**config.mk**
```make
export PLATFORM = sky130hd
export DESIGN_NAME = param_ring_counter
export DESIGN_NICKNAME = d
export VERILOG_FILES = /design/src/rtl/param_ring_counter.sv
export SDC_FILE = /design/constraint.sdc
export NUM_CORES = 1
export LEC_CHECK = 0
export CAP_MARGIN = 20
export CORE_ASPECT_RATIO = 1.5
export CORE_MARGIN = 2
export CORE_UTILIZATION = 34
export DETAILED_ROUTE_END_ITERATION = 6
export SETUP_SLACK_MARGIN = 0.15
export SLEW_MARGIN = 20
export SYNTH_ARGS = -nofsm -noshare
export SYNTH_HDL_FRONTEND = slang
export SYNTH_SLANG_ARGS = --single-unit
```
**constraint.sdc**
```tcl
create_clock -name clk -period 2.5 [get_ports clk]
set_input_delay 0.5 -clock clk [delete_from_list [all_inputs] [get_ports clk]]
set_output_delay 0.5 -clock clk [all_outputs]
set_load 0.05 [all_outputs]
```
**src/rtl/param_ring_counter.sv**
```systemverilog
// -----------------------------------------------------------------------------
// param_ring_counter
//
// Purpose:
//   Programmable-length ring counter used as a sequencing/timing strobe
//   source. A run is begun by start, which latches the terminal count N, the
//   ring mode and the auto-reload flag. Each enabled clock edge while running
//   is one "advance": the ring output steps and the advance counter
//   increments. On the Nth advance a one-cycle completion pulse is raised and
//   the run either ends (one-shot) or continues (auto-reload).
//
// Parameters:
//   CNT_W  - width of the terminal count and of the advance counter
//   RING_W - width of the ring output (must be >= 2)
//
// Ports:
//   clk           in   rising-edge clock
//   rst           in   asynchronous active-high reset
//   en            in   advance enable (only meaningful while running)
//   start         in   latch config and (re)start a run; wins over en
//   i_num_cnt     in   advances per run (N); N = 0 gives an immediate done
//   i_mode        in   0 = one-hot ring, 1 = Johnson (twisted) ring
//   i_auto_reload in   1 = keep running after each completion
//   out           out  ring pattern
//   o_cnt         out  advances completed in the current run (0..N-1)
//   o_busy        out  run in progress
//   is_done_o     out  one-cycle completion pulse
// -----------------------------------------------------------------------------
module param_ring_counter #(
    parameter int CNT_W  = 8,
    parameter int RING_W = 8
) (
    input  logic              clk,
    input  logic              rst,
    input  logic              en,
    input  logic              start,
    input  logic [CNT_W-1:0]  i_num_cnt,
    input  logic              i_mode,
    input  logic              i_auto_reload,
    output logic [RING_W-1:0] out,
    output logic [CNT_W-1:0]  o_cnt,
    output logic              o_busy,
    output logic              is_done_o
);

    typedef enum logic {
        ST_IDLE = 1'b0,
        ST_RUN  = 1'b1
    } state_t;

    localparam logic [RING_W-1:0] ONEHOT_SEED = {{(RING_W-1){1'b0}}, 1'b1};
    localparam logic [CNT_W-1:0]  CNT_ONE     = {{(CNT_W-1){1'b0}}, 1'b1};

    state_t             state_q, state_d;
    logic [CNT_W-1:0]   n_q, n_d;
    logic               mode_q, mode_d;
    logic               reload_q, reload_d;
    logic [RING_W-1:0]  ring_q, ring_d;
    logic [CNT_W-1:0]   cnt_q, cnt_d;
    logic               done_q, done_d;

    logic [RING_W-1:0]  ring_step;
    logic               last_adv;

    // One-hot rotates the MSB back into bit 0; Johnson feeds back its
    // inverted MSB, giving a 2*RING_W-long sequence from an all-zero seed.
    always_comb begin
        if (mode_q) begin
            ring_step = {ring_q[RING_W-2:0], ~ring_q[RING_W-1]};
        end else begin
            ring_step = {ring_q[RING_W-2:0], ring_q[RING_W-1]};
        end
    end

    // Only evaluated while running, where N is never zero, so N-1 cannot wrap.
    assign last_adv = (cnt_q == (n_q - CNT_ONE));

    always_comb begin
        state_d  = state_q;
        n_d      = n_q;
        mode_d   = mode_q;
        reload_d = reload_q;
        ring_d   = ring_q;
        cnt_d    = cnt_q;
        done_d   = 1'b0;

        if (start) begin
            n_d      = i_num_cnt;
            mode_d   = i_mode;
            reload_d = i_auto_reload;
            cnt_d    = '0;
            ring_d   = i_mode ? '0 : ONEHOT_SEED;
            if (i_num_cnt != '0) begin
                state_d = ST_RUN;
            end else begin
                // Zero-length run completes at once without advancing.
                state_d = ST_IDLE;
                done_d  = 1'b1;
            end
        end else if ((state_q == ST_RUN) && en) begin
            ring_d = ring_step;
            if (last_adv) begin
                done_d = 1'b1;
                cnt_d  = '0;
                // Ring position deliberately carries over into the next run.
                if (!reload_q) begin
                    state_d = ST_IDLE;
                end
            end else begin
                cnt_d = cnt_q + CNT_ONE;
            end
        end
    end

    always_ff @(posedge clk or posedge rst) begin
        if (rst) begin
            state_q  <= ST_IDLE;
            n_q      <= '0;
            mode_q   <= 1'b0;
            reload_q <= 1'b0;
            ring_q   <= ONEHOT_SEED;
            cnt_q    <= '0;
            done_q   <= 1'b0;
        end else begin
            state_q  <= state_d;
            n_q      <= n_d;
            mode_q   <= mode_d;
            reload_q <= reload_d;
            ring_q   <= ring_d;
            cnt_q    <= cnt_d;
            done_q   <= done_d;
        end
    end

    assign out       = ring_q;
    assign o_cnt     = cnt_q;
    assign o_busy    = (state_q == ST_RUN);
    assign is_done_o = done_q;

endmodule

```
==> impl_metrics.py <==
# Metrics from the implementation run
metrics = {
    "run_status": {
        "status": "finished with violations",
        "violations": "DRC",
    },
    "final_timing": {
        "slew_violations": 0,
        "fin_ws_ps": 293.6,
        "relSlewSlack": 0.6201,
    },
    "critical_path": {
        "cp_max_fo": 6,
        "end_kind": "flop",
        "worstPathCellList": "or4_4 > nor4_2 > a311oi_2 > a2111oi_4 > nor3_1",
    },
    "cts": {
        "h-tree-depth": 1,
        "clkTransAtPathRegs_ps": 100,
    },
    "logic_synthesis": {
        "syn_nets": 166,
        "yosysUniqueCellTypes": 41,
        "synthTopLogicFamily": "simple AND/OR/NAND/NOR gates",
        "top_area_frac": 0.4408,
        "synth_seq_share": 0.4580,
    },
    "cells_and_area": {
        "final_util": 0.4535,
    },
    "placement": {
        "dp_worst_setup_slack_ps": 293.5,
    },
    "flow_run": {
        "max-cap-violations": 0,
    },
    "drt": {
        "drc_errors": 2,
    },
    "die": {
        "dieArea_um2": 5072,
    },
    "power": {
        "pwr-share-clk": 0.291,
    },
}
## worst max-delay path, delay by kind of cell, from the launching register on
family / cells / cell delay (ps)
simple gates: 3 / 980
compound gates: 2 / 660
flops: 1 / 430
## cell usage in the layout, fill, tap and decap left out, types with 2 or more instances in the layout
cell / instances
xor2_1: 8
ha_1: 2
o211a_1: 2
o21ai_1: 2
o2111ai_1: 4
and3_1: 2
o21ai_0: 4
dfrtp_1: 27
clkbuf_8: 4
a21oi_1: 9
nand2_1: 21
clkdlybuf4s50_1: 31
nand2b_1: 2
nor2_1: 8
inv_1: 5
mux2_2: 9
nand3_1: 5
xnor2_1: 5
nor3_1: 6
buf_4: 4
## worst paths after layout
kind                       startpoint  endpoint  slack (ps)  cells after the start
max                            n_q[0]  o_cnt[6]         290                      5
min in group asynchronous         rst    out[7]         570                      2
min                          reload_q  reload_q         520                      1
max in group asynchronous         rst  o_cnt[6]        1320                      3
min reg2reg                  reload_q  reload_q         520                      1
max reg2reg                    n_q[0]  o_cnt[6]         290                      5
## per-layer routing
metal  global-route usage  part of all wire  vias up
li1                     -                 -      595
met1               0.1813              0.41      598
met2               0.2778              0.53       27
met3              0.01940             0.037        7
met4              0.05785             0.021        0
met5                    0                 0        -
## area by class of cell
class | instances | area [um2] | area share
flip-flops and latches | 28 | 701.9 | 0.3615
well taps | 46 | 57.56 | 0.02964
repair buffers | 35 | 340.3 | 0.1753
inverters | 5 | 18.77 | 0.009665
clock buffers | 4 | 55.05 | 0.02835
multi-input cells | 109 | 768.2 | 0.3956
## flip-flops by register name (all words and copies together) (netlist names)
signal / cells
is_done_o: 1
out: 8
o_cnt: 8
reload_q: 1
n_q: 8
mode_q: 1
o_busy: 1
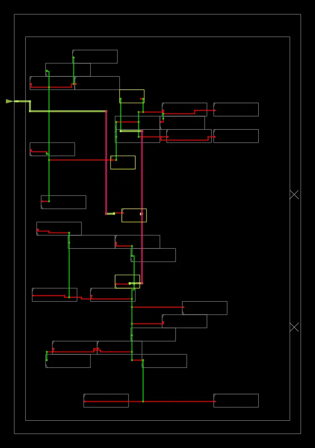
Figure 1: clock routing.
clk_skew: 5.893 ps
# clock sinks: 28
number of flip-flops and latches: 28
clock buf count: 4
clk ins delay skew pair: 280 ps

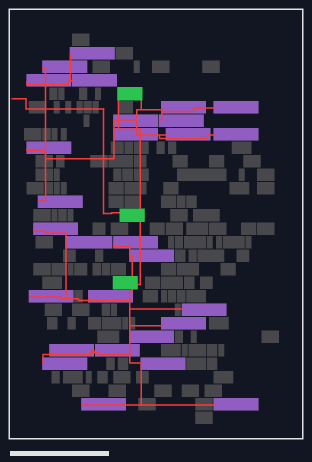
Figure 2: clock distribution.
Scale bar: 20 um.
clock drivers -> green  # count 3
clock wires -> red  # length 361 um
flip-flops -> purple  # count 28
routed clock nets = 4

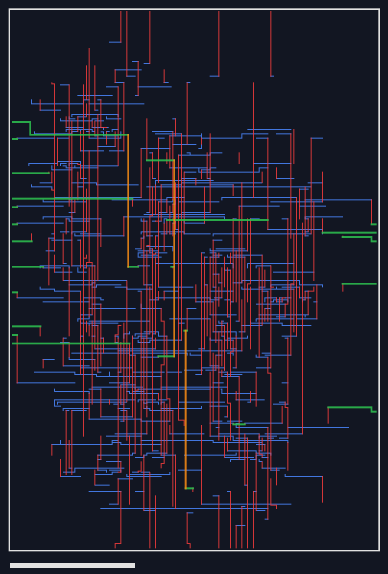
Figure 3: routed metal, one color a layer.
Scale bar: 20 um.
metal 3 -> green  # wire length 136 um
metal 4 -> orange  # wire length 77.5 um
metal 1 -> blue  # wire length 1490 um
metal 2 -> red  # wire length 1940 um
WL per Instance: 16.08 um
wirelength, routed: 3651 um
total global-route track usage: 0.1541

Power and IR drop assume default switching activity.
